### src/rtl/id_pkg.sv
// Shared definitions for the decode/issue stage: branch-type encoding,
// immediate-extension selectors and the hard-wired zero register index.
package id_pkg;

  typedef enum logic [2:0] {
    BR_NONE = 3'd0,
    BR_EQ   = 3'd1,
    BR_NE   = 3'd2,
    BR_LEZ  = 3'd3,
    BR_GTZ  = 3'd4,
    BR_LTZ  = 3'd5,
    BR_GEZ  = 3'd6
  } br_t;

  localparam logic [1:0] EXT_ZERO = 2'd0;
  localparam logic [1:0] EXT_SIGN = 2'd1;
  localparam logic [1:0] EXT_LUI  = 2'd2;

  localparam int unsigned REG_ZERO = 0;

endpackage

### src/rtl/gpr_file.sv
// General-purpose register file: two asynchronous read ports, one
// synchronous write port. Register 0 is never written.
// Optional macro ID_WB_BYPASS_EN makes the read ports write-through.
module gpr_file import id_pkg::*; #(
  parameter int unsigned XLEN = 32,
  parameter int unsigned NREG = 32,
  parameter int unsigned AW   = $clog2(NREG)
) (
  input  logic            clk,
  input  logic            rst,
  input  logic            we,
  input  logic [AW-1:0]   wa,
  input  logic [XLEN-1:0] wd,
  input  logic [AW-1:0]   ra1,
  input  logic [AW-1:0]   ra2,
  output logic [XLEN-1:0] rd1,
  output logic [XLEN-1:0] rd2
);

  logic [XLEN-1:0] regs_q [NREG];
  logic [XLEN-1:0] regs_d [NREG];
  logic            wr_en;

  assign wr_en = we && (wa != AW'(REG_ZERO));

  // Next register-file contents: apply the single write, if any
  always_comb begin
    regs_d = regs_q;
    if (wr_en) regs_d[wa] = wd;
  end

  // Register-file storage, cleared on reset
  always_ff @(posedge clk or posedge rst) begin
    if (rst) begin
      for (int unsigned i = 0; i < NREG; i++) regs_q[i] <= '0;
    end else begin
      regs_q <= regs_d;
    end
  end

`ifdef ID_WB_BYPASS_EN
  // Write-through reads: a same-cycle write to the addressed register wins
  always_comb begin
    rd1 = (wr_en && (wa == ra1)) ? wd : regs_q[ra1];
    rd2 = (wr_en && (wa == ra2)) ? wd : regs_q[ra2];
  end
`else
  // Plain reads: a write becomes visible the cycle after it happens
  always_comb begin
    rd1 = regs_q[ra1];
    rd2 = regs_q[ra2];
  end
`endif

endmodule

### src/rtl/id_issue_stage.sv
// Decode/issue stage: register read with forwarding, load-use hazard stall,
// branch/jump resolution and a registered valid/ready bundle towards EX.
// Optional macro ID_WB_BYPASS_EN (in gpr_file) enables register write-through.
module id_issue_stage import id_pkg::*; #(
  parameter int unsigned XLEN  = 32,
  parameter int unsigned NREG  = 32,
  parameter int unsigned NFWD  = 2,
  parameter int unsigned CTRLW = 30,
  parameter int unsigned AW    = $clog2(NREG)
) (
  input  logic                 clk,
  input  logic                 rst,
  input  logic                 flush,
  input  logic                 in_valid,
  output logic                 in_ready,
  input  logic [XLEN-1:0]      in_pc,
  input  logic [31:0]          in_instr,
  input  logic [1:0]           in_extop,
  input  logic [2:0]           in_br,
  input  logic                 in_jmp,
  input  logic                 in_jr,
  input  logic                 in_rs_use,
  input  logic                 in_rt_use,
  input  logic [CTRLW-1:0]     in_ctrl,
  input  logic                 wb_we,
  input  logic [AW-1:0]        wb_rw,
  input  logic [XLEN-1:0]      wb_wd,
  input  logic [NFWD-1:0]      fwd_valid,
  input  logic [NFWD-1:0]      fwd_pending,
  input  logic [NFWD*AW-1:0]   fwd_rw,
  input  logic [NFWD*XLEN-1:0] fwd_wd,
  output logic                 redirect_valid,
  output logic [XLEN-1:0]      redirect_pc,
  output logic                 out_valid,
  input  logic                 out_ready,
  output logic [XLEN-1:0]      out_pc,
  output logic [31:0]          out_instr,
  output logic [CTRLW-1:0]     out_ctrl,
  output logic [XLEN-1:0]      out_rd1,
  output logic [XLEN-1:0]      out_rd2,
  output logic [XLEN-1:0]      out_ext
);

  logic [AW-1:0]   rs_a, rt_a;
  logic [15:0]     imm;
  logic [XLEN-1:0] rf_rd1, rf_rd2;
  logic            rs_hit, rt_hit, rs_pend, rt_pend;
  logic [XLEN-1:0] rs_fwd, rt_fwd, rd1, rd2;
  logic [XLEN-1:0] imm_sext, ext, br_target, jmp_target;
  logic            hazard, fire, br_taken;

  logic             out_valid_q, out_valid_d;
  logic [XLEN-1:0]  out_pc_q, out_pc_d;
  logic [31:0]      out_instr_q, out_instr_d;
  logic [CTRLW-1:0] out_ctrl_q, out_ctrl_d;
  logic [XLEN-1:0]  out_rd1_q, out_rd1_d;
  logic [XLEN-1:0]  out_rd2_q, out_rd2_d;
  logic [XLEN-1:0]  out_ext_q, out_ext_d;

  assign rs_a = AW'(in_instr[25:21]);
  assign rt_a = AW'(in_instr[20:16]);
  assign imm  = in_instr[15:0];

  gpr_file #(
    .XLEN (XLEN),
    .NREG (NREG),
    .AW   (AW)
  ) u_gpr (
    .clk (clk),
    .rst (rst),
    .we  (wb_we),
    .wa  (wb_rw),
    .wd  (wb_wd),
    .ra1 (rs_a),
    .ra2 (rt_a),
    .rd1 (rf_rd1),
    .rd2 (rf_rd2)
  );

  // Forward select: lowest-index matching port wins; hits on r0 are ignored
  always_comb begin
    rs_hit  = 1'b0;
    rt_hit  = 1'b0;
    rs_pend = 1'b0;
    rt_pend = 1'b0;
    rs_fwd  = '0;
    rt_fwd  = '0;
    for (int unsigned i = 0; i < NFWD; i++) begin
      if (!rs_hit && fwd_valid[i] && (fwd_rw[i*AW +: AW] == rs_a)
          && (rs_a != AW'(REG_ZERO))) begin
        rs_hit  = 1'b1;
        rs_pend = fwd_pending[i];
        rs_fwd  = fwd_wd[i*XLEN +: XLEN];
      end
      if (!rt_hit && fwd_valid[i] && (fwd_rw[i*AW +: AW] == rt_a)
          && (rt_a != AW'(REG_ZERO))) begin
        rt_hit  = 1'b1;
        rt_pend = fwd_pending[i];
        rt_fwd  = fwd_wd[i*XLEN +: XLEN];
      end
    end
    rd1 = (rs_a == AW'(REG_ZERO)) ? '0 : (rs_hit ? rs_fwd : rf_rd1);
    rd2 = (rt_a == AW'(REG_ZERO)) ? '0 : (rt_hit ? rt_fwd : rf_rd2);
  end

  assign hazard   = in_valid && ((in_rs_use && rs_hit && rs_pend) ||
                                 (in_rt_use && rt_hit && rt_pend));
  assign in_ready = !hazard && (!out_valid_q || out_ready);
  assign fire     = in_valid && in_ready && !flush;

  // Immediate extension and branch/jump target generation
  always_comb begin
    imm_sext = {{(XLEN-16){imm[15]}}, imm};
    case (in_extop)
      EXT_ZERO: ext = {{(XLEN-16){1'b0}}, imm};
      EXT_SIGN: ext = imm_sext;
      EXT_LUI:  ext = XLEN'({imm, 16'h0000});
      default:  ext = '0;
    endcase
    br_target  = in_pc + {imm_sext[XLEN-3:0], 2'b00};
    jmp_target = {in_pc[XLEN-1:28], in_instr[25:0], 2'b00};
  end

  // Branch condition on forwarded operands, signed compares
  always_comb begin
    case (br_t'(in_br))
      BR_EQ:   br_taken = (rd1 == rd2);
      BR_NE:   br_taken = (rd1 != rd2);
      BR_LEZ:  br_taken = ($signed(rd1) <= 0);
      BR_GTZ:  br_taken = ($signed(rd1) > 0);
      BR_LTZ:  br_taken = ($signed(rd1) < 0);
      BR_GEZ:  br_taken = ($signed(rd1) >= 0);
      default: br_taken = 1'b0;
    endcase
    redirect_valid = fire && (br_taken || in_jmp || in_jr);
    if (in_jr)       redirect_pc = rd1;
    else if (in_jmp) redirect_pc = jmp_target;
    else             redirect_pc = br_target;
  end

  // Output bundle next state: load on fire, drain on ready, flush clears valid
  always_comb begin
    out_valid_d = out_valid_q;
    out_pc_d    = out_pc_q;
    out_instr_d = out_instr_q;
    out_ctrl_d  = out_ctrl_q;
    out_rd1_d   = out_rd1_q;
    out_rd2_d   = out_rd2_q;
    out_ext_d   = out_ext_q;
    if (fire) begin
      out_valid_d = 1'b1;
      out_pc_d    = in_pc;
      out_instr_d = in_instr;
      out_ctrl_d  = in_ctrl;
      out_rd1_d   = rd1;
      out_rd2_d   = rd2;
      out_ext_d   = ext;
    end else if (out_ready) begin
      out_valid_d = 1'b0;
    end
    if (flush) out_valid_d = 1'b0;
  end

  // Output bundle register
  always_ff @(posedge clk or posedge rst) begin
    if (rst) begin
      out_valid_q <= 1'b0;
      out_pc_q    <= '0;
      out_instr_q <= '0;
      out_ctrl_q  <= '0;
      out_rd1_q   <= '0;
      out_rd2_q   <= '0;
      out_ext_q   <= '0;
    end else begin
      out_valid_q <= out_valid_d;
      out_pc_q    <= out_pc_d;
      out_instr_q <= out_instr_d;
      out_ctrl_q  <= out_ctrl_d;
      out_rd1_q   <= out_rd1_d;
      out_rd2_q   <= out_rd2_d;
      out_ext_q   <= out_ext_d;
    end
  end

  assign out_valid = out_valid_q;
  assign out_pc    = out_pc_q;
  assign out_instr = out_instr_q;
  assign out_ctrl  = out_ctrl_q;
  assign out_rd1   = out_rd1_q;
  assign out_rd2   = out_rd2_q;
  assign out_ext   = out_ext_q;

endmodule
### config.mk
export PLATFORM = sky130hd
export DESIGN_NAME = id_issue_stage
export DESIGN_NICKNAME = d
export VERILOG_FILES = /design/src/rtl/id_pkg.sv /design/src/rtl/gpr_file.sv /design/src/rtl/id_issue_stage.sv
export SDC_FILE = /design/constraint.sdc
export NUM_CORES = 2
export LEC_CHECK = 0
export ABC_CLOCK_PERIOD_IN_PS = 43600
export CORE_AREA = 2 2 441 661
export DETAILED_ROUTE_END_ITERATION = 10
export DIE_AREA = 0 0 443 663
export GPL_TIMING_DRIVEN = 0
export REMOVE_ABC_BUFFERS = 1
export SLEW_MARGIN = 20
export SYNTH_ARGS = -nofsm -noshare
export SYNTH_HDL_FRONTEND = slang
export SYNTH_SLANG_ARGS = --single-unit
### constraint.sdc
create_clock -name clk -period 43.6 [get_ports clk]
set_input_delay 8.72 -clock clk [delete_from_list [all_inputs] [get_ports clk]]
set_output_delay 8.72 -clock clk [all_outputs]
set_load 0.01 [all_outputs]
### Signal wires on met2

Cells faint in the background.
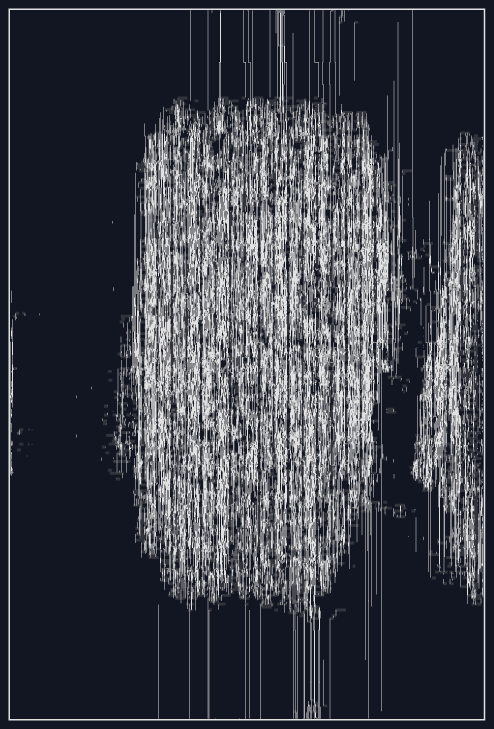
nets with wire on the layer = 5,140
main direction = vertical
wirelength, routed: 285,000 um
via count: 49,834
GR Util met2: 0.287

### Cell placement

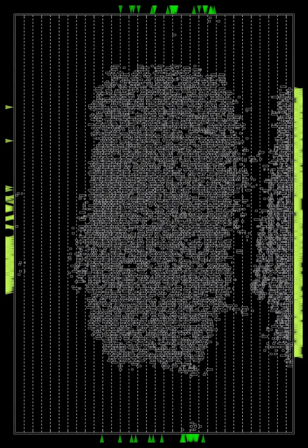
sequential cell count of the final layout: 1,215
number of standard-cell rows in the floorplan: 242

### Placement by cell class

Bar = 100 um.
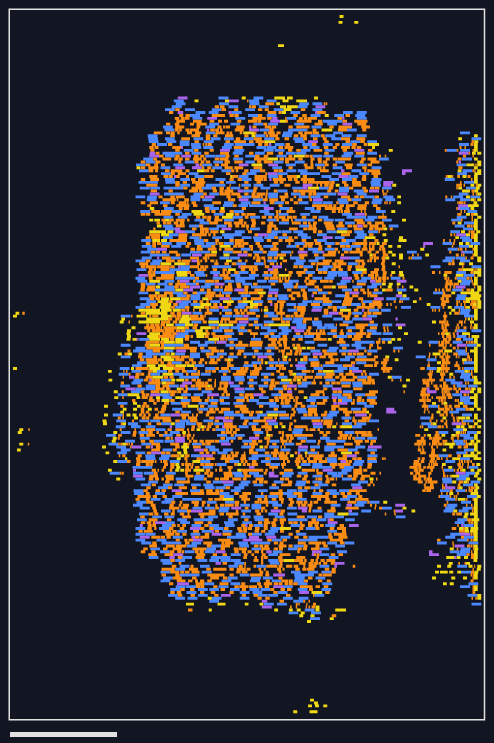
yellow -> other buffers and delay cells  # cells 597, share of their area 10%
purple -> clock drivers and dummy loads  # cells 227, share of their area 5.6%
orange -> combinational and other logic  # cells 3,477, share of their area 44%
blue -> flops  # cells 1,215, share of their area 40%
Seq/total area: 0.377
core area: 289,000 um^2
cell area after layout: 80,700 um^2

### Clock distribution

Bar = 100 um.
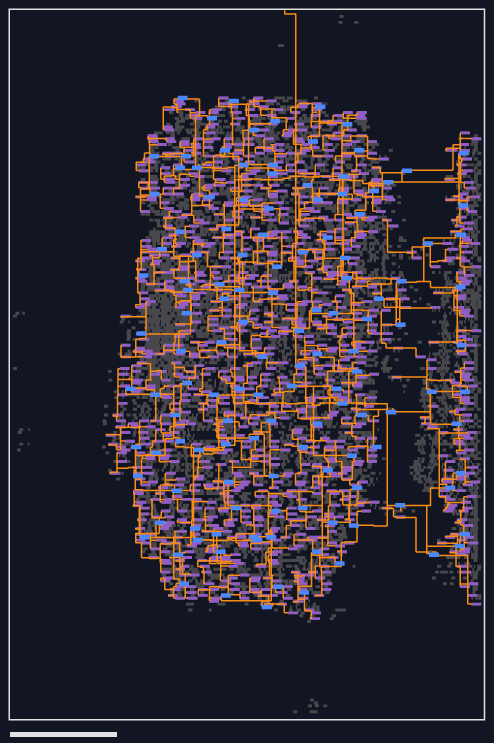
blue -> clock drivers  # count 131
orange -> clock wires  # length 17,300 um
purple -> flip-flops  # count 1,215
routed clock nets = 132
Worst Skew: 37.5 ps
Clk Latency, worst-skew pair: 810 ps
power share of the clock group: 0.326
clock group total power: 0.00114 W

==> results.txt <==
Status of the implementation.

- The flow ran to the end, and the final reports show no timing, DRC or antenna violations.
- Post-synthesis, Yosys gives the total cell area as between 60,000 and 70,000 um^2.
- The post-cts repair resize count is 0, for reference.
- The leakage power total is ~34 nW, for reference.
- The portion of synthesized area spent on multiplexers is 0.350.
- The first global-routing pass estimated between 300,000 and 400,000 um of wire.
- The primary flip-flop cell chosen by synthesis mapping is sky130_fd_sc_hd__dfrtp_1, for reference.
- The worst ir drop on vdd is roughly 0.036 mV, for reference.
- The total number of cells along the worst setup path is 17, for reference.
- The number of antenna violations at the first check in global routing is approximately 80.
- The final-layout setup total negative slack is 0 ps, for reference.
- The flip-flop count of the largest register, all copies and words added is around 1,000, for reference.
- In this run, the synthesized area fraction spent on and/or/nand/nor cells is recorded as 0.0635.
- The highest routing layer actually used is met5, for reference.
- The first-pass iteration count of the detailed router is 5, for reference.
- The number of maximum-capacitance constraint violations is 0, for reference.
- Per the repair_timing log after CTS, setup buffers inserted total 0.
- The buffer-and-inverter tally for the worst setup path is 5, for reference.
- Setup repair after global routing left no endpoint under its margin.
- The number of register bits inferred by synthesis is ~1,200, for reference.
- At the end of the flow the core is filled with cells to 0.280.
- After the flow finishes, the layout carries non-filler instances totaling between 9,000 and 10,000.
- In the global route stage, met3 resource usage came out at 0.0684.
- The type of the worst setup path is input pin to primary output, for reference.
- Counting cells, the worst reg-to-reg path comes to 7.
- The routed design uses 126,000 um of met2 wire.
- The number of pins with negative max-slew slack in the final report is 0, for reference.
- The number of DRC violations after detailed-routing iteration 0 is 5,121, for reference.
- The floorplan step set the die width to roughly 440 um.
- The required time of the worst setup path is approximately 35,000 ps, for reference.
- Sorting the synthesized cells by area gives the leading types as sky130_fd_sc_hd__dfrtp_1, sky130_fd_sc_hd__mux2_2, sky130_fd_sc_hd__mux4_2.
- In this run the count of I/O pins placed on the die edge is 449.
- The maximum number of pins on one net before global-route repair is about 110, for reference.
- On the reported timing paths, the clock transition at the registers reads ~60 ps.
- Across all setup checks in the final design, the least slack found is between 15,000 and 20,000 ps.
- The total DRC errors in the routed layout is 0, for reference.
- The detailed-route wire length on metal 1 is between 100,000 and 150,000 um, for reference.
- The post-synthesis instance area is 65,900 um^2, for reference.
- The clock passes through at most 3 buffers.
- The leading area contributor after synthesis is sky130_fd_sc_hd__dfrtp_1, for reference.
- The dominant kind of combinational cell is multiplexers, for reference.
- The largest register by flop count is u_gpr.regs_q.
- The terminating pin of the worst hold path is u_gpr.regs_q[1019], for reference.
- The count of hold buffers inserted by post-cts repair is 0, for reference.
- The number of nets in the final layout is 5,676, for reference.
- The area growth from synthesis to final layout is 22.5%, for reference.
- Per the synth stats, the proportion of register bits with asynchronous set or reset is 1.00.
- The transition time at the pin with the least slew margin is around 1300 ps, for reference.
- In this build the clock could be raised as far as between 0.03 and 0.04 GHz.
- Clock tree synthesis found a total of between 1,000 and 1,500 sinks.
- The minimum clock period is 26,200 ps, for reference.
- The HPWL reported at the end of detailed placement is a little over 200,000 um, for reference.
- The group drawing the most power is registers, for reference.
- The switching component of the power was reported as around 0.0011 W.
- The xor/xnor cell area share of the yosys netlist is 0.00970, for reference.
- The post-placement setup slack is 17,650 ps, for reference.
- The tightest hold margin is between 300 and 400 ps, for reference.
- The timing report attributes the biggest portion of critical-path delay to simple AND/OR/NAND/NOR gates.
- In this design, the critical path's most frequently occurring cell is sky130_fd_sc_hd__buf_16.
- The setup-violating endpoint count in the final report is 0, for reference.
- The count of flip-flops with a built-in enable after synthesis is 0, for reference.
- The clock tree from TritonCTS is yes, for reference.
- For met1 alone, demand over resource in global routing was 0.223.
- The reg-to-reg critical path startpoint is out_valid, for reference.
- The remaining antenna violation count is 0, for reference.
- The worst setup path is launched from an input pin.
- The area of all sequential standard cells is between 30,000 and 40,000 um^2, for reference.
- The via count of the first global-routing pass is around 51,000.
- The final critical-path share of the clock period is 0.601, for reference.
- The critical register-to-register path endpoint is out_rd1[21], for reference.
- The fraction of final layout cells sized beyond drive strength 1 is 0.328, for reference.
- In this run, the synthesized area fraction spent on adder and majority cells is recorded as 0.00581.
- Detailed placement reports a standard cell area of between 70,000 and 80,000 um^2.
- The filler cell count in the final layout is 29,391, for reference.
- Synthesis instantiated roughly 88 different standard cells from the library.
- The number of buffers created by CTS is approximately 130, for reference.
- The cell sequence reported for the critical path is buf_8 -> buf_16 -> buf_16 -> buf_16 -> or4_4 -> o211ai_2 -> or2_4 -> nand2_2 -> nor3_1 -> or3_1 -> xor2_1 -> nor4_1 -> nand4_1 -> or4_1 -> mux2i_1 -> o31a_1 -> clkdlybuf4s50_1.
- The total power per unit cell area is 43.2 nW/um^2, for reference.
- The area share of the largest cell type after synthesis is 0.461, for reference.
- After synthesis, the most frequently instantiated cells are sky130_fd_sc_hd__dfrtp_1, sky130_fd_sc_hd__mux2_2, sky130_fd_sc_hd__nand2_1.
- The number of warnings reported in the stage logs is 53.
- The sequential power is around 0.0015 W, for reference.
- The synthesis stats list as the most numerous cell sky130_fd_sc_hd__dfrtp_1.
- The global router reports that the layer with the highest usage is met2.
- Per the placement log, port buffering inserted between 400 and 500 buffers.
- The total placed cells including tap cells is between 9,000 and 10,000, for reference.
- Per the GRT congestion report, total overflow comes to 0.
- Combinational power for this build is roughly 0.00086 W.
- The maximum fanout encountered on the critical timing path is just under 70, for reference.
- Yosys printed 0 warnings.
- The worst hold path begins at u_gpr.regs_q[1019].
- Following the worst setup path forward leads to its endpoint at redirect_valid.
- The instance count of the mapped netlist is about 5,200, for reference.
- Of the total power, combinational logic draws 0.245.
- The slowest stage of the critical path belongs to the cell sky130_fd_sc_hd__nor3_1.
- The met3 routed wirelength is around 32,000 um, for reference.
- After its last routability iteration, the placer logged a weighted congestion of roughly 0.87.
- The register share of total power is 0.428, for reference.
- The root cell of the clock tree is sky130_fd_sc_hd__clkbuf_16, for reference.
- The number of H-tree branching levels is 4, for reference.
- The hold-critical path depth is 0, for reference.
- The cell internal power dissipation is between 0.002 and 0.0025 W, for reference.
- The kind of end point of the critical path is a primary output, for reference.
- The switching portion of total power comes to 0.307.
- The area of combinational cells with multiple inputs is roughly 33,000 um^2, for reference.
- The mean cell area of the mapped netlist is between 10 and 15 um^2, for reference.
- The via-per-instance ratio is 5.35, for reference.
- For this run, the register share of the synthesized area comes to 0.461.
- Per the slew report, the remaining headroom to the max-slew limit stands at 0.138.
- The number of cells in Yosys stat is about 5,200, for reference.
final cells by class:
type / instances / area share
multi-input combinational: 3453 / 0.413
sequential: 1215 / 0.377
timing repair buffer: 597 / 0.0970
tap: 3782 / 0.0586
clock buffer: 191 / 0.0483
clock inverter: 36 / 0.00440
inverter: 24 / 0.00130
antenna: 24 / 0.000744
cell usage in the layout, fill, tap and decap left out, types with 28 or more instances in the layout:
cell type and count:
sky130_fd_sc_hd__mux2i_1 419, sky130_fd_sc_hd__a211oi_1 35, sky130_fd_sc_hd__clkbuf_16 136, sky130_fd_sc_hd__nand2_1 507
sky130_fd_sc_hd__nor3_1 32, sky130_fd_sc_hd__a22oi_1 64, sky130_fd_sc_hd__nor4_1 28, sky130_fd_sc_hd__mux4_2 324
sky130_fd_sc_hd__nand4_1 29, sky130_fd_sc_hd__ha_1 29, sky130_fd_sc_hd__nor2_1 61, sky130_fd_sc_hd__clkbuf_8 29
sky130_fd_sc_hd__buf_12 32, sky130_fd_sc_hd__mux2_2 1006, sky130_fd_sc_hd__nand3_1 40, sky130_fd_sc_hd__o21ai_0 131
sky130_fd_sc_hd__clkdlybuf4s50_1 435, sky130_fd_sc_hd__a21oi_1 113, sky130_fd_sc_hd__xnor2_1 46, sky130_fd_sc_hd__dfrtp_1 1215
sky130_fd_sc_hd__o22ai_1 154, sky130_fd_sc_hd__buf_16 86
worst register-to-register path, stage by stage, from the launching register on:
cell	delay [ps]
sky130_fd_sc_hd__dfrtp_1	750
sky130_fd_sc_hd__nand2b_1	660
sky130_fd_sc_hd__a21boi_1	360
sky130_fd_sc_hd__nand2_1	150
sky130_fd_sc_hd__or2_4	480
sky130_fd_sc_hd__buf_16	320
sky130_fd_sc_hd__buf_16	340
sky130_fd_sc_hd__o21ai_0	180
No activity file was given, so power comes from the tool's default toggle rates.
